File: config.mk
export PLATFORM = sky130hd
export DESIGN_NAME = rram_control_flat
export DESIGN_NICKNAME = d
export VERILOG_FILES = /design/src/rtl/rram_ctrl_pkg.sv /design/src/rtl/rram_control_if.sv /design/src/rtl/rram_control.sv /design/src/flat_wrapper.sv
export SDC_FILE = /design/constraint.sdc
export NUM_CORES = 1
export LEC_CHECK = 0
export CAP_MARGIN = 40
export CORE_UTILIZATION = 40
export DETAILED_ROUTE_END_ITERATION = 7
export HOLD_SLACK_MARGIN = 0.03
export PLACE_DENSITY_LB_ADDON = 0.1
export REMOVE_ABC_BUFFERS = 1
export SYNTH_ARGS = -nofsm -noshare
export SYNTH_HDL_FRONTEND = slang
export SYNTH_SLANG_ARGS = --single-unit
File: constraint.sdc
create_clock -name clk -period 1.85 [get_ports clk]
set_clock_uncertainty 0.1 [all_clocks]
set_input_delay 0.2775 -clock clk [delete_from_list [all_inputs] [get_ports clk]]
set_output_delay 0.2775 -clock clk [all_outputs]
set_load 0.01 [all_outputs]
File: src/rtl/rram_ctrl_pkg.sv
// Shared definitions for the RRAM macro sequencer.
//   state_t        : sequencer states S0..S10
//   CMD_*          : two-phase host command codes
//   ctrl_out_t     : Moore output bundle decoded from a state
//   decode_outputs : state -> Moore outputs
package rram_ctrl_pkg;

  typedef enum logic [3:0] {
    S0_IDLE        = 4'd0,
    S1_READ_ADDR   = 4'd1,
    S2_WRITE_ADDR  = 4'd2,
    S3_FORM_ADDR   = 4'd3,
    S4_WRITE_CACHE = 4'd4,
    S5_FORM_CONF   = 4'd5,
    S6_FORM_EXEC   = 4'd6,
    S7_WRITE_CONF  = 4'd7,
    S8_WRITE_EXEC  = 4'd8,
    S9_READ_CONF   = 4'd9,
    S10_READ_EXEC  = 4'd10
  } state_t;

  localparam logic [3:0] CMD_READ1  = 4'b0011;
  localparam logic [3:0] CMD_READ2  = 4'b0010;
  localparam logic [3:0] CMD_WRITE1 = 4'b0101;
  localparam logic [3:0] CMD_WRITE2 = 4'b0100;
  localparam logic [3:0] CMD_FORM1  = 4'b0111;
  localparam logic [3:0] CMD_FORM2  = 4'b0110;

  typedef struct packed {
    logic we;
    logic re;
    logic form;
    logic en_dec;
    logic en_sc;
    logic rb;
  } ctrl_out_t;

  function automatic ctrl_out_t decode_outputs(state_t s);
    ctrl_out_t o;
    o        = '0;
    o.rb     = 1'b1;
    o.we     = (s == S8_WRITE_EXEC);
    o.re     = (s == S10_READ_EXEC);
    o.form   = (s == S6_FORM_EXEC);
    o.en_dec = (s == S1_READ_ADDR) || (s == S2_WRITE_ADDR) || (s == S3_FORM_ADDR) ||
               (s == S6_FORM_EXEC) || (s == S8_WRITE_EXEC) || (s == S10_READ_EXEC);
    o.en_sc  = (s == S4_WRITE_CACHE) || (s == S6_FORM_EXEC) || (s == S8_WRITE_EXEC);
    if ((s == S4_WRITE_CACHE) || (s == S6_FORM_EXEC) ||
        (s == S8_WRITE_EXEC) || (s == S10_READ_EXEC))
      o.rb = 1'b0;
    return o;
  endfunction

endpackage

File: src/rtl/rram_control_if.sv
// Host-side pin bundle of the RRAM macro.
//   master : host (drives CE/ALE/CLE/command/ready inputs, sees strobes and RB)
//   slave  : rram_control sequencer
interface rram_control_if;
  logic       CE;
  logic       ALE;
  logic       CLE;
  logic [3:0] command;
  logic       address_ready;
  logic       command_ready;
  logic       WE_L;
  logic       RE_L;
  logic       RB;

  modport master (
    output CE, ALE, CLE, command, address_ready, command_ready,
    input  WE_L, RE_L, RB
  );

  modport slave (
    input  CE, ALE, CLE, command, address_ready, command_ready,
    output WE_L, RE_L, RB
  );
endinterface

File: src/rtl/rram_control.sv
// Top-level sequencing FSM of the RRAM macro.
// Decodes two-phase host commands (read / write / forming) and drives the
// datapath enables, address decoder, pulse counter and the ready/busy line.
// Ports:
//   clk, rst_n          : clock, async active-low reset
//   host (slave)        : CE, ALE, CLE, command, address_ready, command_ready
//                         in; WE_L, RE_L, RB out
//   cache_count_flag    : write cache full
//   forming_count_flag  : forming pulses done
//   write_count_flag    : write pulses done
//   we/re/forming_writeread, en_decoder, en_state_count : registered enables
module rram_control
  import rram_ctrl_pkg::*;
(
  input  logic               clk,
  input  logic               rst_n,
  rram_control_if.slave      host,
  input  logic               cache_count_flag,
  input  logic               forming_count_flag,
  input  logic               write_count_flag,
  output logic               we_writeread,
  output logic               re_writeread,
  output logic               forming_writeread,
  output logic               en_decoder,
  output logic               en_state_count
);

  state_t    state;
  state_t    state_next;
  ctrl_out_t out_q;

  always_comb begin
    state_next = state;
    unique case (state)
      S0_IDLE: begin
        if (host.command == CMD_READ1)       state_next = S1_READ_ADDR;
        else if (host.command == CMD_WRITE1) state_next = S2_WRITE_ADDR;
        else if (host.command == CMD_FORM1)  state_next = S3_FORM_ADDR;
      end
      S1_READ_ADDR:   if (host.address_ready)         state_next = S9_READ_CONF;
      S2_WRITE_ADDR:  if (host.address_ready)         state_next = S4_WRITE_CACHE;
      S3_FORM_ADDR:   if (host.address_ready)         state_next = S5_FORM_CONF;
      S4_WRITE_CACHE: if (cache_count_flag)           state_next = S7_WRITE_CONF;
      S5_FORM_CONF:   if (host.command == CMD_FORM2)  state_next = S6_FORM_EXEC;
      S7_WRITE_CONF:  if (host.command == CMD_WRITE2) state_next = S8_WRITE_EXEC;
      S9_READ_CONF:   if (host.command == CMD_READ2)  state_next = S10_READ_EXEC;
      S6_FORM_EXEC:   if (forming_count_flag)         state_next = S0_IDLE;
      S8_WRITE_EXEC:  if (write_count_flag)           state_next = S0_IDLE;
      S10_READ_EXEC:  if (host.command_ready)         state_next = S0_IDLE;
      default:                                        state_next = S0_IDLE;
    endcase
  end

  // Outputs are registered from the state being entered, so they change on
  // the same edge as the state register and stay glitch-free.
  always_ff @(posedge clk or negedge rst_n) begin
    if (!rst_n) begin
      state <= S0_IDLE;
      out_q <= decode_outputs(S0_IDLE);
    end else if (host.CE) begin
      state <= S0_IDLE;
      out_q <= decode_outputs(S0_IDLE);
    end else begin
      state <= state_next;
      out_q <= decode_outputs(state_next);
    end
  end

  assign we_writeread      = out_q.we;
  assign re_writeread      = out_q.re;
  assign forming_writeread = out_q.form;
  assign en_decoder        = out_q.en_dec;
  assign en_state_count    = out_q.en_sc;
  assign host.RB           = out_q.rb;

  assign host.WE_L = ~(~host.CE & host.CLE);
  assign host.RE_L = ~(~host.CE & host.ALE &
                       ((state == S1_READ_ADDR) || (state == S2_WRITE_ADDR) ||
                        (state == S3_FORM_ADDR)));

endmodule

File: src/flat_wrapper.sv
// flat-port wrapper written by rule: the top's interface ports become plain ports
module rram_control_flat import rram_ctrl_pkg::*;
  (clk, rst_n, cache_count_flag, forming_count_flag, write_count_flag, we_writeread, re_writeread, forming_writeread, en_decoder, en_state_count, host_CE, host_ALE, host_CLE, host_command, host_address_ready, host_command_ready, host_WE_L, host_RE_L, host_RB);
  rram_control_if host_i ();
  input  logic clk;
  input  logic rst_n;
  input  logic cache_count_flag;
  input  logic forming_count_flag;
  input  logic write_count_flag;
  output logic we_writeread;
  output logic re_writeread;
  output logic forming_writeread;
  output logic en_decoder;
  output logic en_state_count;
  input wire logic [$bits(host_i.CE)-1:0] host_CE;
  input wire logic [$bits(host_i.ALE)-1:0] host_ALE;
  input wire logic [$bits(host_i.CLE)-1:0] host_CLE;
  input wire logic [$bits(host_i.command)-1:0] host_command;
  input wire logic [$bits(host_i.address_ready)-1:0] host_address_ready;
  input wire logic [$bits(host_i.command_ready)-1:0] host_command_ready;
  output wire logic [$bits(host_i.WE_L)-1:0] host_WE_L;
  output wire logic [$bits(host_i.RE_L)-1:0] host_RE_L;
  output wire logic [$bits(host_i.RB)-1:0] host_RB;
  assign host_i.CE = host_CE;
  assign host_i.ALE = host_ALE;
  assign host_i.CLE = host_CLE;
  assign host_i.command = host_command;
  assign host_i.address_ready = host_address_ready;
  assign host_i.command_ready = host_command_ready;
  assign host_WE_L = host_i.WE_L;
  assign host_RE_L = host_i.RE_L;
  assign host_RB = host_i.RB;
  rram_control u_core (.clk(clk), .rst_n(rst_n), .host(host_i), .cache_count_flag(cache_count_flag), .forming_count_flag(forming_count_flag), .write_count_flag(write_count_flag), .we_writeread(we_writeread), .re_writeread(re_writeread), .forming_writeread(forming_writeread), .en_decoder(en_decoder), .en_state_count(en_state_count));
endmodule
Figure 1. Clock routing.
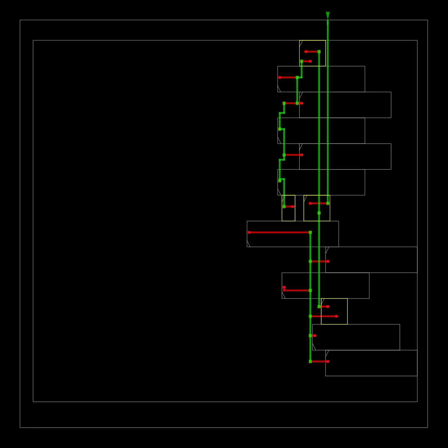
CTS Sinks: 10
TritonCTS Buffers: 3
clk ins delay skew pair: 250 ps
Power Clock: 0.146 mW

Figure 2. Gate families picked out.
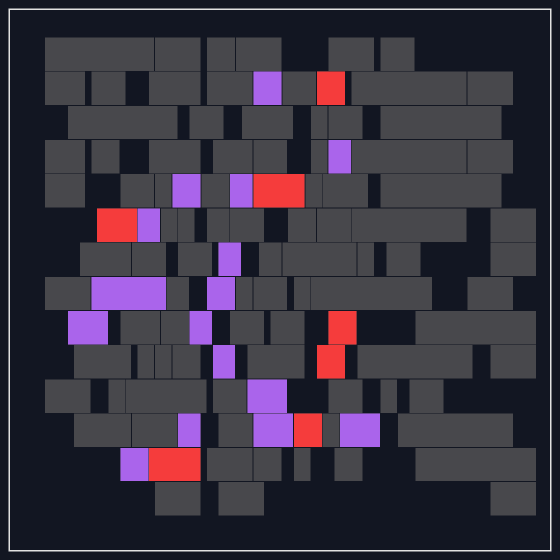
- red: and/or cells (cells 7; most used and3_1)
- purple: aoi and oai cells (cells 16; most used a21oi_1)

==> impl_metrics.tcl <==
# place-and-route summary
set metrics [dict create \
    drc 0 \
    drv_slew 0 \
    ys_seq_share 0.375 \
    yosys_warnings 0 \
    p_total_mw 0.687 \
    synth-edff-count 0 \
    first_pass_iters 4 \
    path_buffers 1 \
    crit_type "flop to flop" \
    cp_slowest_cell "dfrtp_2" \
    rows 14 \
    use_met1 0.248 \
    routabilityCongestion 0.821 \
    critPathTopFamily "simple AND/OR/NAND/NOR gates" \
    num_vias 718 \
    largest_area_cell "dfrtp_1" \
    cp_slowest_stage_delay_ps 420 \
    finalSetupViolCount 0 \
    tightest_slew_ps 396 \
    cts_tree "yes" \
    min_period_ps 1800 \
    dpl-instance-area_um2 942 \
    grt_setup_unrepaired "true" \
    post_drt_via_cell_ratio 5.61 \
    syn_area_per_cell_um2 9.06 \
    fp_util 0.435 \
    design_area_um2 1100 \
    irDropWorstVdd_uv 234 \
    warning_count 26 \
    placement.io_buffers 21 \
    period_used_share 0.973 \
    dp_hpwl_um 1340 \
    grt_antenna_before_repair 0 \
    fmax_mhz 556 \
    drive_gt1_frac 0.366 \
    setup_tns_ps 0 \
    wl_per_cell_um 14.6 \
    ys.flops 10 \
    synth-main-ff-cell "dfrtp_1" \
    slew_headroom 0.735 \
    clkSlewWorstSetupHoldPaths_ps 60 \
    leakage_nw 0.460 \
    cts_max_level 1 \
    drt_iter0_drc 12 \
    cts-root-buf "clkbuf_4" \
    start_kind "flop" \
    path_cells "buf_6 > nor3b_2 > a31oi_1 > nor3b_2 > or3_4 > and3_1" \
    synthTopCellsByArea "dfrtp_1 (34%), nor2_1 (5.0%), a21oi_1 (4.5%)" \
    grt.busiest_layer "met2" \
    grt_pass1_vias 622 \
    path_max_fanout 9 \
    fin_util 0.711 \
    critPathCaptureType "flop" \
    power_density_nw_per_um2 627 \
    die_w_um 42.9 \
    wl_um 1870 \
    status "complete, no violations" \
    core_area_um2 1540 \
    die_h_um 42.9 \
    ys_sh_simple 0.382 \
    n_antenna_cell 0 \
    cp-startpoint "u_core.state[1]" \
    finalHoldViolations 0 \
    hold_path.class "input port to async pin" \
    fin_nets 127 \
    grtUsageMet3 0.0255 \
    synth_cell_types 32 \
    final_antenna_net_count 0 \
    ys_top_logic_family "simple AND/OR/NAND/NOR gates" \
    arrival_ps 1840 \
    r2r_start "u_core.state[1]" \
    ioPinCount 22 \
    syn_inst 74 \
    track_usage 0.205 \
    async_flop_share 1.00 \
    hold_buffers 0 \
    dieArea_um2 1840 \
    grt_max_degree 12 \
    cp.required_ps 1890 \
    ys_sh_mux 0.0149 \
    clockBufferDepth 2 \
    path_common_cell "nor3b_2" \
    top_cell_area_share 0.336 \
    ys_chip_area_um2 671 \
    xor_share 0 \
]
Figure 3. Signal wires by layer.
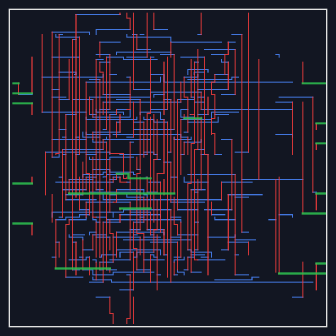
- green: M3 (wire length 60.9 um)
- red: M2 (wire length 1,060 um)
- blue: M1 (wire length 741 um)

Figure 4. Routed clock nets over the placement.
Scale bar: 10 um.
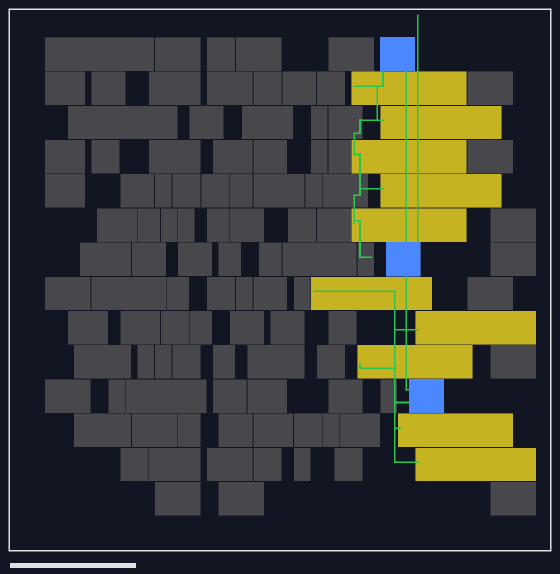
- green: clock wires (length 105 um)
- yellow: flip-flops (count 10)
- blue: clock-net drivers (count 3)
- routed clock nets: 4

-- cell families after synthesis --
family / count (synthesis)
muxes: 1
buffers and inverters: 7
DFF: 10
AOI/OAI and AO/OA: 18
and+or+nand+nor: 38
-- worst reg2reg max path, cell delays in order, from the launching register on --
cell and delay [ps]:
dfrtp_2 420, buf_6 140, nor3b_2 150, a31oi_1 220, nor3b_2 90, or3_4 380, and3_1 180
-- cells in the final DEF (no fill, tap or decap), types with 2 or more instances in the layout --
cell type / instances
inv_2: 2
nand4bb_1: 2
nor2_2: 2
a21oi_1: 5
and3_1: 3
clkdlybuf4s50_1: 16
nor3b_2: 3
buf_4: 14
nor3b_1: 2
nor2_1: 7
nor2b_1: 4
nand2_1: 4
a31oi_1: 4
dlygate4sd2_1: 5
nor4b_4: 2
o21ai_0: 2
dfrtp_1: 5
clkbuf_4: 3
buf_6: 2
a41oi_1: 2
dfrtp_2: 4
-- metal layers --
| layer | vias up | wire length (um) |
|---|---|---|
| met5 | - | 0 |
| li1 | 351 | - |
| met4 | 0 | 0 |
| met3 | 0 | 60 |
| met1 | 345 | 740 |
| met2 | 22 | 1060 |
-- power breakdown --
| part | switching (mW) | internal, mW | total (mW) |
|---|---|---|---|
| registers | 0.0152 | 0.238 | 0.253 |
| clock network | 0.0636 | 0.0828 | 0.146 |
| logic | 0.133 | 0.155 | 0.288 |
| total | 0.211 | 0.476 | 0.687 |
-- final timing paths --
kind / endpoint / slack (ps) / depth (start not counted)
worst max-delay path: u_core.re_writeread / 50 / 6
worst min-delay path: u_core.re_writeread / 210 / 1
worst max register to register: u_core.re_writeread / 50 / 6
min in group clk: u_core.state[2] / 600 / 3
max in group asynchronous: u_core.host.RB / 1120 / 1
worst min register to register: u_core.state[2] / 600 / 3
-- metrics by stage --
stage          hold WS, ps  cells  setup slack (ps)
6_report               213    128              50.2
4_1_cts                215    124              25.8
2_1_floorplan         -118     70               227
5_1_grt                225    128             -9.94
3_5_place_dp           501    116              -377
3_3_place_gp           501    116              -296
-- sequential cells by signal, indices dropped and copies added, names as in the netlist --
register                  count
u_core.en_decoder             1
u_core.we_writeread           1
u_core.host.RB                1
u_core.forming_writeread      1
u_core.state                  4
u_core.en_state_count         1
u_core.re_writeread           1
-- area by class of cell --
class,count,area [um^2]
Multi-Input combinational cell,57,445
Fill cell,118,445
Timing Repair Buffer,38,337
Sequential cell,10,256
Clock buffer,4,26.3
Tap cell,16,20.0
Inverter,3,11.3
-- timing repair --
item,4_1_cts,5_1_grt
pin swaps,4,10
cloned,0,1
resized,13,10
setup endpoints to repair,7,6
buffers inserted,4,3
Power is estimated from default activity; no workload was simulated.
